## config.mk

```make
export PLATFORM = sky130hd
export DESIGN_NAME = fetch_queue
export DESIGN_NICKNAME = d
export VERILOG_FILES = /design/src/rtl/fetch_queue.sv
export SDC_FILE = /design/constraint.sdc
export NUM_CORES = 1
export LEC_CHECK = 0
export CAP_MARGIN = 20
export CORE_MARGIN = 4
export CORE_UTILIZATION = 53
export DETAILED_ROUTE_END_ITERATION = 8
export HOLD_SLACK_MARGIN = 0.05
export PLACE_DENSITY = 0.78
export SLEW_MARGIN = 5
export SYNTH_ARGS = -nofsm -noshare
export SYNTH_HDL_FRONTEND = slang
export SYNTH_SLANG_ARGS = --single-unit
```

## constraint.sdc

```tcl
create_clock -name clk -period 2.6 [get_ports clk]
set_input_delay 0.26 -clock clk [delete_from_list [all_inputs] [get_ports clk]]
set_output_delay 0.26 -clock clk [all_outputs]
set_load 0.02 [all_outputs]
```

## src/rtl/fetch_queue.sv

```systemverilog
// Instruction buffer between fetch and decode: in-order circular queue of
// {pc, instr, misaligned} entries with valid/ready on both sides and a flush.
module fetch_queue #(
    parameter int unsigned WORD_SIZE = 16,
    parameter int unsigned DEPTH     = 4,
    parameter int unsigned PTR_WIDTH = 2
) (
    input  logic                 clk,
    input  logic                 reset,
    input  logic                 flush,
    input  logic                 push_valid,
    output logic                 push_ready,
    input  logic [WORD_SIZE-1:0] push_pc,
    input  logic [WORD_SIZE-1:0] push_instr,
    output logic                 pop_valid,
    input  logic                 pop_ready,
    output logic [WORD_SIZE-1:0] pop_pc,
    output logic [WORD_SIZE-1:0] pop_instr,
    output logic [WORD_SIZE-1:0] pop_pc_next,
    output logic                 pop_misaligned,
    output logic [PTR_WIDTH:0]   count
);

    localparam int unsigned CNT_W = PTR_WIDTH + 1;

    logic [WORD_SIZE-1:0] r_pc_mem    [0:DEPTH-1];
    logic [WORD_SIZE-1:0] r_instr_mem [0:DEPTH-1];
    logic                 r_mis_mem   [0:DEPTH-1];

    logic [PTR_WIDTH-1:0] r_wr_ptr;
    logic [PTR_WIDTH-1:0] r_rd_ptr;
    logic [CNT_W-1:0]     r_count;

    logic w_push;
    logic w_pop;

    // push_ready depends only on occupancy, so pop_ready never reaches it
    assign push_ready = (r_count != CNT_W'(DEPTH));
    assign pop_valid  = (r_count != '0);
    assign w_push     = push_valid & push_ready & ~flush & ~reset;
    assign w_pop      = pop_valid & pop_ready & ~flush & ~reset;

    assign pop_pc         = r_pc_mem[r_rd_ptr];
    assign pop_instr      = r_instr_mem[r_rd_ptr];
    assign pop_misaligned = r_mis_mem[r_rd_ptr];
    assign pop_pc_next    = pop_pc + WORD_SIZE'(2);
    assign count          = r_count;

    // Entry storage; contents are never cleared, occupancy alone marks validity
    always_ff @(posedge clk) begin
        if (w_push) begin
            r_pc_mem[r_wr_ptr]    <= push_pc;
            r_instr_mem[r_wr_ptr] <= push_instr;
            r_mis_mem[r_wr_ptr]   <= push_pc[0];
        end
    end

    // Pointers and occupancy; flush realigns the read pointer onto the write pointer
    always_ff @(posedge clk) begin
        if (reset) begin
            r_wr_ptr <= '0;
            r_rd_ptr <= '0;
            r_count  <= '0;
        end else if (flush) begin
            r_rd_ptr <= r_wr_ptr;
            r_count  <= '0;
        end else begin
            if (w_push) begin
                r_wr_ptr <= r_wr_ptr + PTR_WIDTH'(1);
            end
            if (w_pop) begin
                r_rd_ptr <= r_rd_ptr + PTR_WIDTH'(1);
            end
            case ({w_push, w_pop})
                2'b10:   r_count <= r_count + CNT_W'(1);
                2'b01:   r_count <= r_count - CNT_W'(1);
                default: r_count <= r_count;
            endcase
        end
    end

endmodule

```

layer_met3.png
Scale: 4 px per µm.
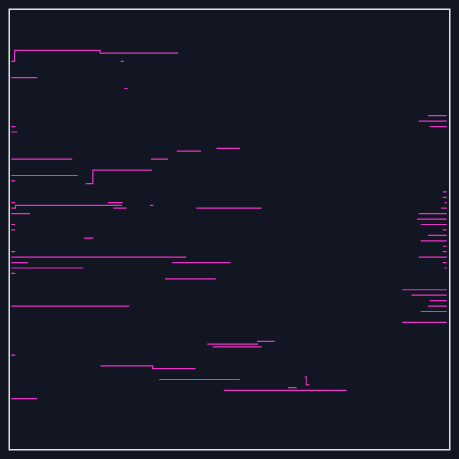
longest straight run: 43.5 µm
main direction: horizontal
share of all routed wire: 5.1%
total via count after detailed routing: 2886
total wirelength of the detailed-routed design: 10290 µm
met3 global-route usage: 5.344%

clocks.png
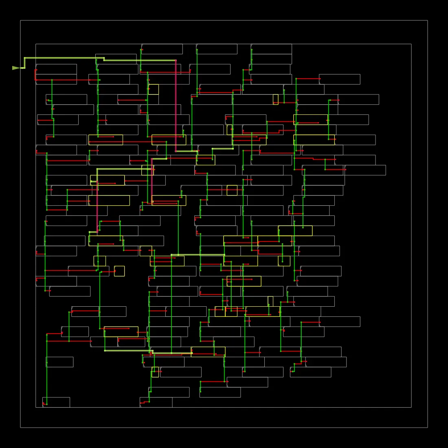
post-route clock skew: 9.957 ps
CTS Sinks: 137
clock latency on the worst-skew pair: 510 ps
Inserted Clock Buffers: 17

==> impl_metrics.xml <==
<?xml version="1.0" encoding="UTF-8"?>
<metrics>
  <group name="run_status">
    <metric name="status" unit="">complete, but fails checks</metric>
    <metric name="failed_checks" unit="">negative setup slack</metric>
  </group>
  <group name="final_layout">
    <metric name="number_of_cells_in_the_finished_layout_apart_from_fillers" unit="">541</metric>
    <metric name="antenna-diode-count" unit="">0</metric>
    <metric name="design.final.nets" unit="">439</metric>
    <metric name="final_layout_top_logic_cell" unit="">sky130_fd_sc_hd__edfxtp_1</metric>
    <metric name="layout-area-overhead-vs-synth" unit="%">32.56</metric>
  </group>
  <group name="floorplanning">
    <metric name="die_h" unit="µm">109.7</metric>
    <metric name="chip_area" unit="µm²">12040</metric>
    <metric name="dieWidth" unit="µm">109.7</metric>
    <metric name="boundary_pin_count" unit="">91</metric>
  </group>
  <group name="job">
    <metric name="warning_count" unit="">31</metric>
  </group>
  <group name="worst_setup_path">
    <metric name="endpoint_kind" unit="">output pin</metric>
    <metric name="path_cells" unit="">buf_6, buf_6, mux4_2, nand3_4, nor4_2, xor2_1, buf_2</metric>
    <metric name="timing.critical_path.slowest_stage_cell" unit="">sky130_fd_sc_hd__mux4_2</metric>
    <metric name="worst_ep_required_time" unit="ps">2340</metric>
    <metric name="critical-path-top-cell-by-count" unit="">sky130_fd_sc_hd__buf_6</metric>
    <metric name="timing.critical_path.from_type" unit="">flop</metric>
    <metric name="critical_path.max_fanout" unit="">6</metric>
  </group>
  <group name="grt">
    <metric name="maximum_number_of_pins_on_one_net_before_global_route_repair" unit="">24</metric>
    <metric name="grt_antenna_before_repair" unit="">0</metric>
    <metric name="grt_pass1_vias" unit="">3058</metric>
  </group>
  <group name="hold_path">
    <metric name="hold_path.class" unit="">in2reg</metric>
  </group>
  <group name="cts">
    <metric name="cts_tree" unit="">built</metric>
    <metric name="postCtsSetupBuffers" unit="">8</metric>
    <metric name="clock_transition_at_the_registers_of_the_reported_paths" unit="ps">60</metric>
    <metric name="cts_resized" unit="">89</metric>
    <metric name="h-tree-depth" unit="">4</metric>
  </group>
  <group name="final_timing">
    <metric name="tightestPinTransition" unit="ps">538.4</metric>
    <metric name="period_minus_slack" unit="ps">2608</metric>
    <metric name="layout_worst_path_cycle_share" unit="%">100.3</metric>
    <metric name="setup_violations" unit="">1</metric>
    <metric name="achievable_clock_frequency" unit="MHz">383.4</metric>
    <metric name="layout_setup_ws" unit="ps">-8.292</metric>
    <metric name="slew_headroom" unit="%">63.18</metric>
    <metric name="finalHoldWorstSlack" unit="ps">393.3</metric>
    <metric name="final_hold_viols" unit="">0</metric>
  </group>
  <group name="logic_synthesis">
    <metric name="synthesis.area" unit="µm²">5484</metric>
    <metric name="synth_area_per_cell" unit="µm²">20.85</metric>
    <metric name="number_of_synthesized_flops_with_an_enable_pin" unit="">128</metric>
    <metric name="yosys_most_used_dff" unit="">sky130_fd_sc_hd__edfxtp_1</metric>
    <metric name="seq_area_frac_synth" unit="%">73.37</metric>
    <metric name="number_of_nets_in_the_synthesized_netlist" unit="">307</metric>
  </group>
  <group name="pwr">
    <metric name="total_power" unit="mW">5.188</metric>
    <metric name="ir_drop" unit="V">0.0004786</metric>
  </group>
  <group name="place">
    <metric name="dp_slack" unit="ps">-28.10</metric>
    <metric name="numPortBuffers" unit="">90</metric>
  </group>
</metrics>
metal_density.png
Scale: 3 px per µm. The die is cut into 22 by 22 equal tiles; black is low, pale yellow is high, scaled to the fullest tile. Values are wire area over tile area, all layers added.
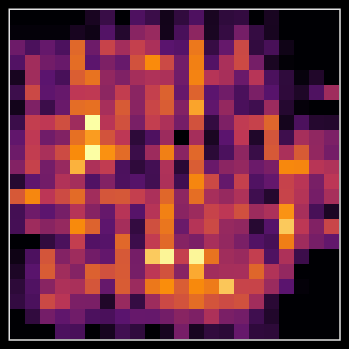
nearly empty tiles: 12%
tiles over half the peak: 25%
fullest tile: 0.40
mean over tiles: 0.13
emptiest ninth of the die: top right
overall fraction of global-route tracks in use: 18.05%
WL per Instance: 19.01 µm

sizes.png
Scale: 4 px per µm.
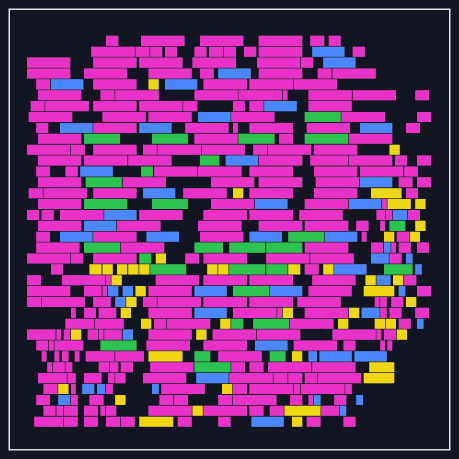
| size | colour | cells |
|---|---|---|
| _2 cells | blue | 52 |
| _3 and _4 cells | yellow | 48 |
| _0 and _1 cells | magenta | 280 |
| _6 and larger | green | 28 |
final setup slack of the worst path: -8.292 ps
post-route standard cell area excluding fillers: 7269 µm²

-- layer usage --
metal  track usage [%]  wire length, µm  vias to the layer above  part of all wire, %
met3             5.344              518                       11                  5.0
met2             31.04             5591                       78                   54
met4             6.589              114                        0                  1.1
met5                 0                0                        -                    0
met1             21.66             4061                     1467                   39
li1                  -                -                     1330                    -
-- final timing paths --
check / start / endpoint / slack (ps) / depth (start not counted)
worst max register to register: count[2]$_SDFFE_PP0P_ / count[2]$_SDFFE_PP0P_ / 340 / 10
worst min-delay path: push_pc[6] / r_pc_mem[2][6]$_DFFE_PP_ / 390 / 1
worst min register to register: count[2]$_SDFFE_PP0P_ / count[2]$_SDFFE_PP0P_ / 570 / 2
worst max-delay path: flop / pop_pc_next[12] / -8 / 7
-- critical path, delay by kind of cell, from the launching register on --
kind | cells | cell delay, ps
mux | 1 | 400
flops | 1 | 380
xor+xnor | 1 | 160
buf+inv | 3 | 430
simple gates | 2 | 460
-- Yosys cell counts, types with 2 or more instances --
cell type / count / share of area (%)
sky130_fd_sc_hd__dfxtp_1: 9 / 3.3
sky130_fd_sc_hd__mux4_1: 8 / 3.8
sky130_fd_sc_hd__nor3_1: 10 / 0.91
sky130_fd_sc_hd__and2_1: 4 / 0.46
sky130_fd_sc_hd__edfxtp_1: 128 / 70
sky130_fd_sc_hd__ha_1: 6 / 1.4
sky130_fd_sc_hd__buf_4: 2 / 0.27
sky130_fd_sc_hd__buf_12: 2 / 0.73
sky130_fd_sc_hd__xor2_1: 10 / 1.6
sky130_fd_sc_hd__mux4_2: 24 / 9.9
sky130_fd_sc_hd__inv_1: 11 / 0.75
sky130_fd_sc_hd__a211oi_1: 2 / 0.27
sky130_fd_sc_hd__buf_2: 3 / 0.27
sky130_fd_sc_hd__nand4_4: 2 / 0.78
sky130_fd_sc_hd__nand3_1: 4 / 0.37
sky130_fd_sc_hd__buf_6: 2 / 0.41
sky130_fd_sc_hd__nor4_2: 3 / 0.68
sky130_fd_sc_hd__or3b_2: 2 / 0.32
sky130_fd_sc_hd__nand2_1: 4 / 0.27
sky130_fd_sc_hd__nor2_1: 7 / 0.48
sky130_fd_sc_hd__xnor2_1: 7 / 1.1
sky130_fd_sc_hd__and3_1: 2 / 0.23
sky130_fd_sc_hd__clkbuf_1: 2 / 0.14
-- area by class of cell --
class | instances | area share (%)
flip-flops and latches | 137 | 55.46
multi-input cells | 103 | 18.42
repair buffers | 125 | 15.51
clock buffers | 18 | 5.749
well taps | 133 | 2.289
clock inverters | 14 | 2.014
inverters | 11 | 0.5680
-- sequential cells by signal, summed over array words and instances, names as in the netlist, named ones only --
signal / count
r_wr_ptr: 2
r_rd_ptr: 2
count: 3
r_pc_mem: 64
r_instr_mem: 64
-- report_power, final --
group	internal [mW]	switching, mW
clock network	1.36	0.869
registers	2.44	0.0154
logic	0.242	0.258
total	4.05	1.14
-- kinds of logic (layout without fill, tap and decap cells) --
group,Yosys count,in the layout,share of synthesized area (%)
flip-flops,137,137,73.37
AND/OR/NAND/NOR,41,41,5.042
multiplexers,32,32,13.69
buffers and inverters,23,168,2.646
XOR/XNOR,17,17,2.715
adder cells (fa/ha/maj),7,7,1.734
AND-OR/OR-AND,6,6,0.7985
Power and IR drop assume default switching activity.
